`src/rtl/adc_window_integrator_pkg.sv`:
```
// Shared definitions for the ADC window integrator: default widths and FSM state encoding.
package adc_window_integrator_pkg;

    localparam int DW_DEF   = 14;
    localparam int DLYW_DEF = 8;
    localparam int LENW_DEF = 6;

    typedef enum logic [1:0] {
        ST_IDLE  = 2'd0,
        ST_DELAY = 2'd1,
        ST_INTEG = 2'd2,
        ST_DONE  = 2'd3
    } state_e;

endpackage

```
`src/rtl/adc_window_integrator.sv`:
```
// Per-trigger windowed integrator: waits a programmable delay, then sums and
// peak-tracks `length` signed samples and strobes one result per trigger.
module adc_window_integrator
    import adc_window_integrator_pkg::*;
#(
    parameter int  DW   = DW_DEF,
    parameter int  DLYW = DLYW_DEF,
    parameter int  LENW = LENW_DEF,
    localparam int ACCW = DW + LENW
) (
    input  logic                   clk,
    input  logic                   rst_n,
    input  logic                   trig,
    input  logic signed [DW-1:0]   din,
    input  logic [DLYW-1:0]        delay,
    input  logic [LENW-1:0]        length,
    input  logic                   clr_missed,
    output logic signed [ACCW-1:0] sum,
    output logic signed [DW-1:0]   peak,
    output logic                   sum_valid,
    output logic                   busy,
    output logic                   missed_trig
);

    localparam int CW = (DLYW > LENW) ? DLYW : LENW;

    state_e                 state_q;
    logic [DLYW-1:0]        dly_q;
    logic [LENW-1:0]        len_q;
    logic [CW-1:0]          cnt_q;
    logic signed [ACCW-1:0] acc_q;
    logic signed [DW-1:0]   pk_q;

    logic signed [ACCW-1:0] samp_ext_s;
    logic                   first_s;
    logic                   dly_last_s;
    logic                   integ_last_s;

    // Sample sign extension and window-position decodes.
    always_comb begin
        samp_ext_s   = {{LENW{din[DW-1]}}, din};
        first_s      = (cnt_q == '0);
        dly_last_s   = (cnt_q == (CW'(dly_q) - CW'(1'b1)));
        integ_last_s = (cnt_q == (CW'(len_q) - CW'(1'b1)));
    end

    // Control FSM with counters, accumulator/peak datapath and registered outputs.
    always_ff @(posedge clk or negedge rst_n) begin
        if (!rst_n) begin
            state_q     <= ST_IDLE;
            dly_q       <= '0;
            len_q       <= '0;
            cnt_q       <= '0;
            acc_q       <= '0;
            pk_q        <= '0;
            sum         <= '0;
            peak        <= '0;
            sum_valid   <= 1'b0;
            busy        <= 1'b0;
            missed_trig <= 1'b0;
        end else begin
            sum_valid <= 1'b0;

            // A dropped trigger wins over a simultaneous clear.
            if (trig && (state_q != ST_IDLE)) begin
                missed_trig <= 1'b1;
            end else if (clr_missed) begin
                missed_trig <= 1'b0;
            end

            case (state_q)
                ST_IDLE: begin
                    if (trig && (length != '0)) begin
                        dly_q   <= delay;
                        len_q   <= length;
                        cnt_q   <= '0;
                        busy    <= 1'b1;
                        state_q <= (delay == '0) ? ST_INTEG : ST_DELAY;
                    end
                end
                ST_DELAY: begin
                    if (dly_last_s) begin
                        cnt_q   <= '0;
                        state_q <= ST_INTEG;
                    end else begin
                        cnt_q <= cnt_q + CW'(1'b1);
                    end
                end
                ST_INTEG: begin
                    acc_q <= first_s ? samp_ext_s : (acc_q + samp_ext_s);
                    pk_q  <= (first_s || (din > pk_q)) ? din : pk_q;
                    if (integ_last_s) begin
                        cnt_q   <= '0;
                        state_q <= ST_DONE;
                    end else begin
                        cnt_q <= cnt_q + CW'(1'b1);
                    end
                end
                ST_DONE: begin
                    sum       <= acc_q;
                    peak      <= pk_q;
                    sum_valid <= 1'b1;
                    busy      <= 1'b0;
                    state_q   <= ST_IDLE;
                end
                default: begin
                    busy    <= 1'b0;
                    state_q <= ST_IDLE;
                end
            endcase
        end
    end

endmodule

```
`config.mk`:
```
export PLATFORM = sky130hd
export DESIGN_NAME = adc_window_integrator
export DESIGN_NICKNAME = d
export VERILOG_FILES = /design/src/rtl/adc_window_integrator_pkg.sv /design/src/rtl/adc_window_integrator.sv
export SDC_FILE = /design/constraint.sdc
export NUM_CORES = 1
export LEC_CHECK = 0
export ABC_CLOCK_PERIOD_IN_PS = 6700
export CELL_PAD_IN_SITES_DETAIL_PLACEMENT = 2
export CELL_PAD_IN_SITES_GLOBAL_PLACEMENT = 2
export CORE_MARGIN = 1.5
export CORE_UTILIZATION = 40
export DETAILED_ROUTE_END_ITERATION = 8
export GPL_ROUTABILITY_DRIVEN = 0
export GPL_TIMING_DRIVEN = 0
export PLACE_DENSITY_LB_ADDON = 0.1
export SLEW_MARGIN = 25
export SYNTH_ARGS = -nofsm -noshare
export SYNTH_HDL_FRONTEND = slang
export SYNTH_SLANG_ARGS = --single-unit
```
`constraint.sdc`:
```
create_clock -name clk -period 6.7 [get_ports clk]
set_input_delay 1.34 -clock clk [delete_from_list [all_inputs] [get_ports clk]]
set_output_delay 1.34 -clock clk [all_outputs]
set_load 0.01 [all_outputs]
```
**Run 1: wiring by layer**

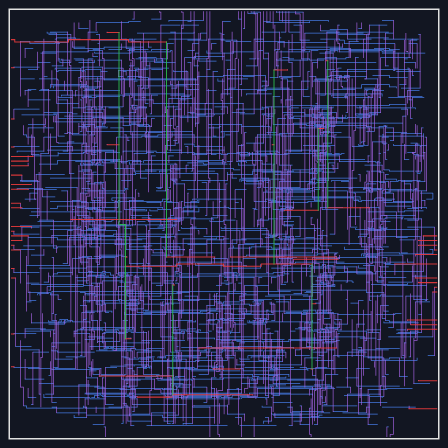
| color | layer | wire length |
|---|---|---|
| purple | met2 | 9780 um |
| red | met3 | 475 um |
| blue | met1 | 8170 um |
| green | met4 | 339 um |

**Run 1: sequential cells colored by netlist name**

Other sequential cells in the stronger gray, the rest of the logic in the fainter gray.
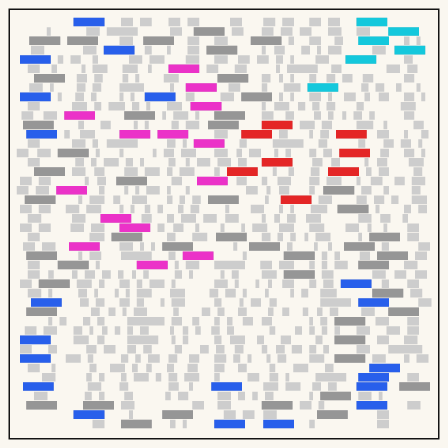
| color | signal | flops |
|---|---|---|
| magenta | `pk_q` | 14 |
| red | `cnt_q` | 8 |
| blue | `sum` | 20 |
| cyan | `len_q` | 6 |
not colored: 47
flop share of the area: 0.332
final core occ: 0.495
Seq. cell area: 0.00238 mm^2

**Run 1: pin placement**

Pins as bars across the die edge, other pins in gray.
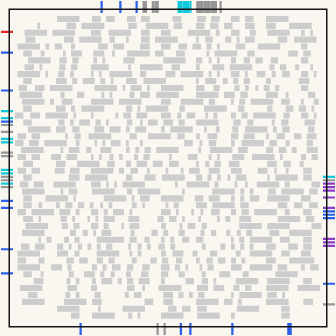
| color | port | pins | direction | edge |
|---|---|---|---|---|
| red | `clk` | 1 | input | west |
| blue | `sum` | 20 | output | 7 west, 6 south, 4 east, 3 north |
| purple | `delay` | 8 | input | east |
| cyan | `peak` | 14 | output | 7 west, 6 north, 1 east |

**Run 1: gate families picked out**

The bar under the picture is 20 um long.
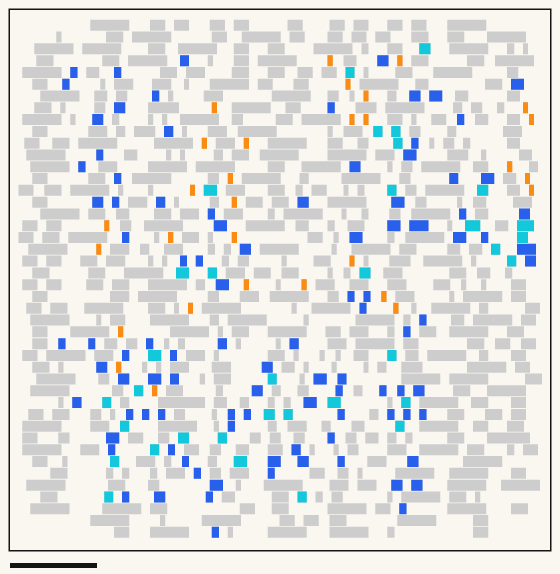
| color | family | cells |
|---|---|---|
| blue | inverting AOI/OAI gates | 99 |
| cyan | AND and OR gates | 34 |
| orange | inverters | 30 |

==> results.ini, run 1 <==
[worst_setup_path]
worst_r2r_startpoint=cnt_q[3]
r2r.worst_path.cells=6
crit_family=AND-OR/OR-AND gates
cpMostUsedCell=o21ai_0
max_stage_delay_ns=0.49

[route]
route.met2.wl_mm=9.78
routed_wl_mm=18.8
wl_met1_mm=8.17
drtPass1Iterations=7
highest_layer=met4

[yosys]
top_logic_kind=AND-OR/OR-AND gates
syn_area_mm2=0.00591
async_flop_share=1.00
top_cells_by_area=dfrtp_1 40%, mux2_2 12%, ha_1 8.9%
ys_sh_adder=0.0940
synth-edff-count=0
synthMuxAreaShare=0.129
avgSynthCellArea_um2=10.3
synth_cells=574
ys_area_mm2=0.00591

[clock_tree]
tritoncts=built
root_buffer=clkbuf_16
clock_path_buffers=2
insertion_delay_ns=0.36

[worst_hold_path]
min-delay-start=acc_q[15]

[power]
switching_share=0.422
p_seq_mw=1.08
powerClk_mw=0.545
power_density_mw_per_mm2=506
max-vdd-ir-drop_uv=184
clkPwrFrac=0.150
p_leak_nw=3.08
combPwrFrac=0.551

[die]
die_area_mm2=0.0155

[layout]
antenna_cells=0
clkbuf_count=13
drive_gt1_frac=0.152
flops=95
areaGrowthSynthToFinish_pct=21.1
fill_cells=1515
comb_share=0.458

[outcome]
status=finished, final reports clean

[run]
cap_viol_max_count=0

[timing]
hold_viol=0
max_slew_margin=0.475

[place]
portBuffers=68

[run 1: sequential cells by signal, summed over array words and instances (netlist names)]
| register | count |
|---|---|
| acc_q | 20 |
| sum | 20 |
| peak | 14 |
| pk_q | 14 |
| cnt_q | 8 |
| dly_q | 8 |
| len_q | 6 |
| state_q | 2 |
| busy | 1 |
| missed_trig | 1 |
| sum_valid | 1 |
[run 1: metrics by stage]
step | util | cells | hold WS [ns] | cell area, um^2 | total power [mW]
2_1_floorplan | - | 574 | 0.471 | 5910 | 2.31
3_3_place_gp | 0.471 | 826 | 0.489 | 6820 | 2.93
3_5_place_dp | 0.473 | 827 | 0.492 | 6850 | 3.08
4_1_cts | 0.495 | 843 | 0.510 | 7160 | 3.66
5_1_grt | 0.495 | 843 | 0.531 | 7160 | 3.90
6_report | 0.495 | 843 | 0.506 | 7160 | 3.62
==> inputs of run 2 (changes only) <==
- ABC_CLOCK_PERIOD_IN_PS: 6700 -> 4400
- CORE_UTILIZATION: 40 -> 37
- clock period: 6.7 -> 4.4 ns (I/O delays scaled with it)
==> run 2 against run 1 <==
Cell area is 0.35% higher. Sequential share of layout area is 0.12 points lower. Largest cell class unchanged. Largest power group unchanged. Sequential power is 53% higher. Highest routed layer unchanged. Worst setup slack worse by 1.8 ns. Synthesized cell count stayed put.
==> results.ini, run 2 <==
[power]
p_seq_mw=1.65  ; was 1.08 mW
switching_share=0.426  ; was 0.422
max-vdd-ir-drop_uv=272  ; was 184 uV
power_density_mw_per_mm2=762  ; was 506 mW/mm^2

[yosys]
syn_area_mm2=0.00591  ; unchanged
top_cells_by_area=dfrtp_1 40%, mux2_2 12%, ha_1 8.9%  ; unchanged
async_flop_share=1.00  ; unchanged
avgSynthCellArea_um2=10.3  ; unchanged
ys_area_mm2=0.00591  ; unchanged

[layout]
finish.instance_area_mm2=0.00719  ; was 0.00716 mm^2
fin_util=0.456  ; was 0.495
areaGrowthSynthToFinish_pct=21.6  ; was 21.1%
largest_registers=acc_q (20), sum (20)  ; unchanged
drive_gt1_frac=0.152  ; about the same

[timing]
hold_viol=0  ; unchanged
finalHoldWorstSlack_ns=0.448  ; was 0.506 ns

[clock_tree]
insertion_delay_ns=0.36  ; about the same

[place]
dpl_cell_area_mm2=0.00689  ; was 0.00685 mm^2

[outcome]
status=finished, final reports clean  ; unchanged

[worst_setup_path]
worst_r2r_startpoint=cnt_q[3]  ; unchanged

==> run 2: cell counts after synthesis <==
Identical to the previous run, type by type.
==> run 2: kinds of logic (layout without fill, tap and decap cells) <==
kind of cell / count (synthesis) / count (layout) / synth area share
adders and majority gates: 44 / 44 / 0.0940
DFF: 95 / 95 / 0.402
AOI/OAI and AO/OA: 134 / 134 / 0.154
buffers and inverters: 55 / 139 / 0.0428
xor gates and xnor gates: 23 / 23 / 0.0341
muxes: 68 / 68 / 0.129
and+or+nand+nor: 155 / 155 / 0.144
==> run 2: area by class of cell <==
cell class,count,area (um^2),share of cell area
plain buffers,25,140,0.0195
clock buffers,9,225,0.0313
clock inverters,6,70.1,0.00975
inverters,30,113,0.0157
multi-input cells,424,3280,0.457
flip-flops and latches,95,2380,0.331
well taps,216,270,0.0376
repair buffers,69,709,0.0987
**Run 2: clock nets**

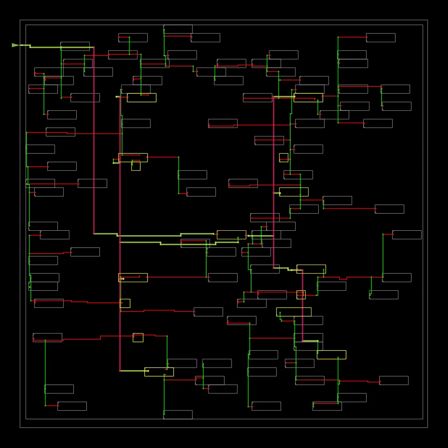
CTS Buf Count: 9
clock sink total: 95
flop count: 95

Power figures rest on the tool's default switching activity, not on a simulated workload.
